===== src/rtl/uart_tx_fifo.sv =====
// uart_tx_fifo: 8N1 LSB-first UART transmitter fed by a small circular FIFO.
// The host pushes bytes with a valid/ready handshake. A frame state machine
// pops one byte per frame and shifts it out at CLKS_PER_BIT clocks per bit.
module uart_tx_fifo #(
    parameter int unsigned CLKS_PER_BIT = 234,
    parameter int unsigned FIFO_DEPTH   = 4
) (
    input  logic                          i_Clock,
    input  logic                          i_Reset,
    input  logic                          i_Tx_DV,
    input  logic [7:0]                    i_Tx_Byte,
    output logic                          o_Tx_Ready,
    output logic [$clog2(FIFO_DEPTH):0]   o_Fifo_Count,
    output logic                          o_Tx_Serial,
    output logic                          o_Tx_Active,
    output logic                          o_Tx_Done
);

    localparam int unsigned PW = $clog2(FIFO_DEPTH);
    localparam int unsigned CW = PW + 1;
    localparam logic [CW-1:0] DEPTH_C  = CW'(FIFO_DEPTH);
    localparam logic [15:0]   CNT_LAST = 16'(CLKS_PER_BIT - 1);

    typedef enum logic [2:0] {
        S_IDLE    = 3'd0,
        S_START   = 3'd1,
        S_DATA    = 3'd2,
        S_STOP    = 3'd3,
        S_CLEANUP = 3'd4
    } state_t;

    // FIFO storage and bookkeeping
    logic [7:0]    mem_q [FIFO_DEPTH];
    logic [PW-1:0] wr_ptr_q, wr_ptr_d;
    logic [PW-1:0] rd_ptr_q, rd_ptr_d;
    logic [CW-1:0] count_q, count_d;
    logic          ready_q, ready_d;
    logic          wr_en;
    logic          pop;

    // Frame state machine
    state_t        state_q, state_d;
    logic [15:0]   cnt_q, cnt_d;
    logic [2:0]    bit_q, bit_d;
    logic [7:0]    shift_q, shift_d;
    logic          serial_q, serial_d;
    logic          active_q, active_d;
    logic          done_q, done_d;

    // Ready is registered from the count, so a full FIFO refuses a write even
    // in a cycle where the state machine pops.
    assign wr_en = i_Tx_DV && ready_q;

    // FIFO pointer and occupancy next-state; pointers wrap with their width.
    always_comb begin
        wr_ptr_d = wr_ptr_q;
        rd_ptr_d = rd_ptr_q;
        count_d  = count_q;
        if (wr_en) begin
            wr_ptr_d = wr_ptr_q + PW'(1);
        end
        if (pop) begin
            rd_ptr_d = rd_ptr_q + PW'(1);
        end
        count_d = count_q + CW'(wr_en) - CW'(pop);
        ready_d = (count_d < DEPTH_C);
    end

    // FIFO control registers.
    always_ff @(posedge i_Clock) begin
        if (i_Reset) begin
            wr_ptr_q <= '0;
            rd_ptr_q <= '0;
            count_q  <= '0;
            ready_q  <= 1'b1;
        end else begin
            wr_ptr_q <= wr_ptr_d;
            rd_ptr_q <= rd_ptr_d;
            count_q  <= count_d;
            ready_q  <= ready_d;
        end
    end

    // FIFO data array; contents need no reset since the count guards reads.
    always_ff @(posedge i_Clock) begin
        if (wr_en) begin
            mem_q[wr_ptr_q] <= i_Tx_Byte;
        end
    end

    // Frame sequencing plus registered line outputs decoded from the next state,
    // so the line changes on the same edge the state does.
    always_comb begin
        state_d  = state_q;
        cnt_d    = cnt_q;
        bit_d    = bit_q;
        shift_d  = shift_q;
        pop      = 1'b0;
        serial_d = 1'b1;
        active_d = 1'b0;
        done_d   = 1'b0;

        case (state_q)
            S_IDLE: begin
                cnt_d = '0;
                bit_d = '0;
                if (count_q != '0) begin
                    pop     = 1'b1;
                    shift_d = mem_q[rd_ptr_q];
                    state_d = S_START;
                end
            end
            S_START: begin
                if (cnt_q == CNT_LAST) begin
                    cnt_d   = '0;
                    bit_d   = '0;
                    state_d = S_DATA;
                end else begin
                    cnt_d = cnt_q + 16'd1;
                end
            end
            S_DATA: begin
                if (cnt_q == CNT_LAST) begin
                    cnt_d = '0;
                    if (bit_q == 3'd7) begin
                        bit_d   = '0;
                        state_d = S_STOP;
                    end else begin
                        bit_d = bit_q + 3'd1;
                    end
                end else begin
                    cnt_d = cnt_q + 16'd1;
                end
            end
            S_STOP: begin
                if (cnt_q == CNT_LAST) begin
                    cnt_d   = '0;
                    state_d = S_CLEANUP;
                end else begin
                    cnt_d = cnt_q + 16'd1;
                end
            end
            S_CLEANUP: begin
                state_d = S_IDLE;
            end
            default: begin
                state_d = S_IDLE;
                cnt_d   = '0;
                bit_d   = '0;
            end
        endcase

        case (state_d)
            S_START: begin
                serial_d = 1'b0;
                active_d = 1'b1;
            end
            S_DATA: begin
                serial_d = shift_d[bit_d];
                active_d = 1'b1;
            end
            S_STOP: begin
                serial_d = 1'b1;
                active_d = 1'b1;
            end
            S_CLEANUP: begin
                serial_d = 1'b1;
                done_d   = 1'b1;
            end
            default: begin
                serial_d = 1'b1;
            end
        endcase
    end

    // Frame state, counters and line outputs; reset aborts any frame in flight.
    always_ff @(posedge i_Clock) begin
        if (i_Reset) begin
            state_q  <= S_IDLE;
            cnt_q    <= '0;
            bit_q    <= '0;
            serial_q <= 1'b1;
            active_q <= 1'b0;
            done_q   <= 1'b0;
        end else begin
            state_q  <= state_d;
            cnt_q    <= cnt_d;
            bit_q    <= bit_d;
            serial_q <= serial_d;
            active_q <= active_d;
            done_q   <= done_d;
        end
    end

    // Shift register holds the byte being sent; it is loaded only on a pop.
    always_ff @(posedge i_Clock) begin
        shift_q <= shift_d;
    end

    assign o_Tx_Ready   = ready_q;
    assign o_Fifo_Count = count_q;
    assign o_Tx_Serial  = serial_q;
    assign o_Tx_Active  = active_q;
    assign o_Tx_Done    = done_q;

endmodule

===== config.mk =====
export PLATFORM = sky130hd
export DESIGN_NAME = uart_tx_fifo
export DESIGN_NICKNAME = d
export VERILOG_FILES = /design/src/rtl/uart_tx_fifo.sv
export SDC_FILE = /design/constraint.sdc
export NUM_CORES = 1
export LEC_CHECK = 0
export CAP_MARGIN = 25
export CORE_UTILIZATION = 62
export CTS_CLUSTER_SIZE = 40
export DETAILED_ROUTE_END_ITERATION = 7
export DONT_BUFFER_PORTS = 1
export PLACE_DENSITY = 0.78
export RECOVER_POWER = 100
export SYNTH_ARGS = -nofsm -noshare
export SYNTH_HDL_FRONTEND = slang
export SYNTH_SLANG_ARGS = --single-unit
export TNS_END_PERCENT = 30

===== constraint.sdc =====
create_clock -name i_Clock -period 3.8 [get_ports i_Clock]
set_clock_uncertainty 0.1 [all_clocks]
set_input_delay 0.38 -clock i_Clock [delete_from_list [all_inputs] [get_ports i_Clock]]
set_output_delay 0.38 -clock i_Clock [all_outputs]
set_load 0.05 [all_outputs]

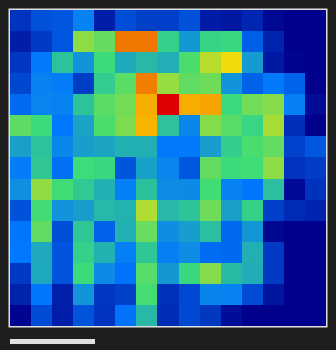
(wire density map)
Bar = 20 um. The die is cut into 15 by 15 equal tiles; dark blue is low, red is high, scaled to the fullest tile. Values are wire area over tile area, all layers added.
19% of the tiles are over half the peak. The densest ninth of the die: top middle. The fullest tile reaches 0.53.

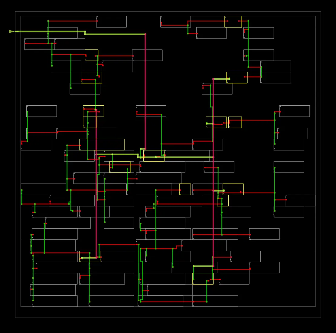
(clock wiring as the flow saved it)
TritonCTS Buffers: 9
total number of sequential cells: 75
clock network power consumption: 0.632 mW
tally of clock buffers in the finished layout: 9
source-to-sink clock delay at the later pin of the worst-skew pair: 0.35 ns

==> metrics.cfg <==
[floorplan]
floorplan.initialDensity_pct=64.23
dieArea_mm2=0.005551
die-width_um=74.51
io-pin-count=18

[global_routing]
grt_first_pass_wirelength_um=9108

[clock_tree]
postCtsSetupRepairBufs=0
cts.htree.levels=3
cts_root_buf=clkbuf_8

[critical_path]
crit_path_cell_trace=nor3_1 > nor3_1 > clkbuf_1 > mux2_1 > mux2i_1 > mux2i_1 > mux2i_1 > o211ai_1
critPathMostFrequentCell=mux2i_1
crit_family=multiplexers
critPathMaxFanout=12
cp_slowest_stage_delay_ns=0.74
cpMaxStageDelayCell=dfxtp_1
data_arrival_time_of_the_critical_path_ns=3.06
critPathLaunchType=register

[final_layout]
antenna-diode-count=0
nets=305

[place]
buffers_added_on_ports=0
gp_routability_congestion=0.7963

[synth]
yosys_register_bits=75
yosys-mux-area-fraction_pct=10.75
ys_sh_simple_pct=16.62
ys_sh_aoi_pct=7.869
yosys.stat.chipArea_mm2=0.003259
postSynthCellCount=280
syn-num-nets=302
synth.logic.top_family=simple AND/OR/NAND/NOR gates

[timing]
drv_slew=0
fmax_mhz=341.1
max_slew.worst_pin.slew_ns=0.7575

[hold_path]
worst_hold_path_type=in -> reg
hold_start=i_Reset

[route]
met1_length_um=2664
num_vias=2122
topRoutingLayerUsed=met4
totalWireLength_um=5702
remaining_drc_errors=0

[power_and_ir_drop]
static-leakage-power_nw=1.331
vdd.ir_drop.worst_v=0.0004733

[status]
outcome=complete, no violations

[job]
openroad.warnings=30

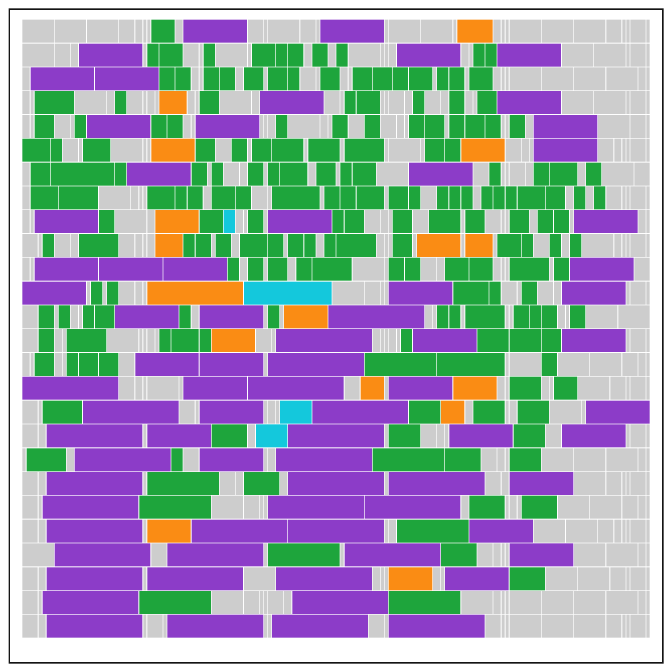
(placed cells, one color a class)
Fill, decap, tap and diode cells in gray.
flops: in purple, cells 75. combinational and other logic: in green, cells 193. clock drivers and dummy loads: in orange, cells 16. other buffers and delay cells: in cyan, cells 4.
end-of-flow core utilization: 69.87%
design area: 0.003546 mm2
row cnt: 26
fraction of standard cell area that is sequential: 51.38%
standard cell core area: 0.005075 mm2

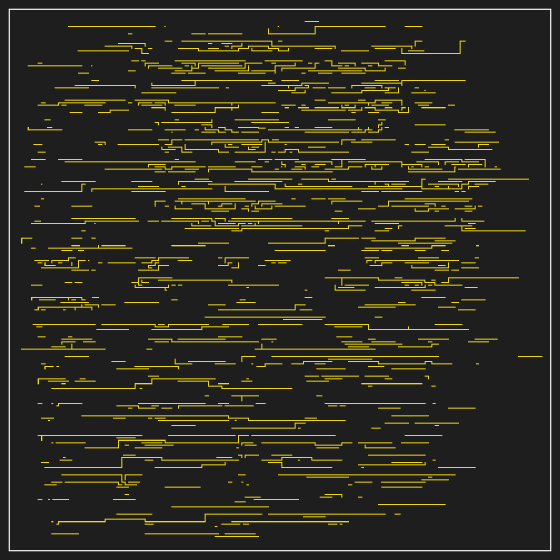
(M1 wires)
The layer carries 2,660 um of wire. The wires run mostly horizontal.

[final cells by class]
type / count / area [um2] / area share, %
flip-flops and latches: 75 / 1822 / 51.38
clock buffers: 9 / 123.9 / 3.493
well taps: 70 / 87.58 / 2.470
repair buffers: 4 / 51.30 / 1.447
clock inverters: 7 / 82.58 / 2.329
multi-input cells: 184 / 1345 / 37.93
inverters: 9 / 33.78 / 0.9527
[worst max path at each step]
stage | start | endpoint | cells after the start
after floorplan | o_Fifo_Count[1]$_SDFF_PP0_ | o_Fifo_Count[2]$_SDFF_PP0_ | 12
after global placement | o_Fifo_Count[1]$_SDFF_PP0_ | o_Fifo_Count[2]$_SDFF_PP0_ | 11
after detailed placement | o_Fifo_Count[1]$_SDFF_PP0_ | o_Fifo_Count[2]$_SDFF_PP0_ | 11
after CTS | o_Fifo_Count[1]$_SDFF_PP0_ | o_Fifo_Count[2]$_SDFF_PP0_ | 11
after global routing | o_Fifo_Count[1]$_SDFF_PP0_ | o_Tx_Serial$_SDFF_PP1_ | 8
final | o_Fifo_Count[1]$_SDFF_PP0_ | o_Tx_Serial$_SDFF_PP1_ | 8
[cells in the mapped netlist, types with 2 or more instances]
| cell | n | area share (%) |
|---|---|---|
| o21ai_0 | 16 | 2.5 |
| edfxtp_1 | 32 | 29 |
| nor3b_1 | 5 | 1.2 |
| or3_1 | 4 | 0.77 |
| mux2i_1 | 8 | 2.5 |
| a21oi_1 | 16 | 2.5 |
| inv_1 | 9 | 1.0 |
| nand2_1 | 14 | 1.6 |
| mux4_2 | 8 | 5.5 |
| and3_1 | 14 | 2.7 |
| a22oi_1 | 4 | 0.92 |
| dfxtp_1 | 43 | 26 |
| nor3_1 | 8 | 1.2 |
| nor2b_1 | 2 | 0.38 |
| xor2_1 | 2 | 0.54 |
| ha_1 | 10 | 3.8 |
| nand3_1 | 7 | 1.1 |
| mux2_2 | 8 | 2.8 |
| buf_1 | 2 | 0.23 |
| a31oi_1 | 3 | 0.58 |
| nor2_1 | 30 | 3.5 |
| clkbuf_1 | 9 | 1.0 |
| nand2b_1 | 2 | 0.38 |
| xnor2_1 | 4 | 1.1 |
| nor4b_1 | 3 | 0.81 |
[registers in the layout, indices dropped and copies added, names as in the netlist, named ones only]
register / flops
bit_q: 3
o_Tx_Active: 1
shift_q: 8
rd_ptr_q: 2
mem_q: 32
state_q: 3
cnt_q: 16
wr_ptr_q: 2
o_Tx_Serial: 1
o_Tx_Done: 1
o_Fifo_Count: 3
o_Tx_Ready: 1
[metal layers]
layer / vias to the layer above / GRT usage (%)
met3: 10 / 5.285
met5: - / 0
met4: 0 / 10.69
met1: 1033 / 31.47
li1: 1030 / -
met2: 49 / 34.03
[through the flow]
stage	worst slack [ns]	area (um2)	total power, mW	instances
global placement	1.127	3308	1.691	339
CTS	1.016	3525	2.345	356
finish	0.8685	3546	2.310	358
floorplan	0.9052	3259	1.596	280
detailed placement	1.036	3308	1.710	339
global route	0.6317	3546	2.437	358
[report_power, final]
group	internal [mW]	total, mW	leakage (nW)	switching, mW
Clock	0.314	0.632	0.0988	0.318
Sequential	0.975	1.15	0.645	0.172
Combinational	0.257	0.530	0.587	0.273
Total	1.55	2.31	1.33	0.763
No activity file was given, so power comes from the tool's default toggle rates.
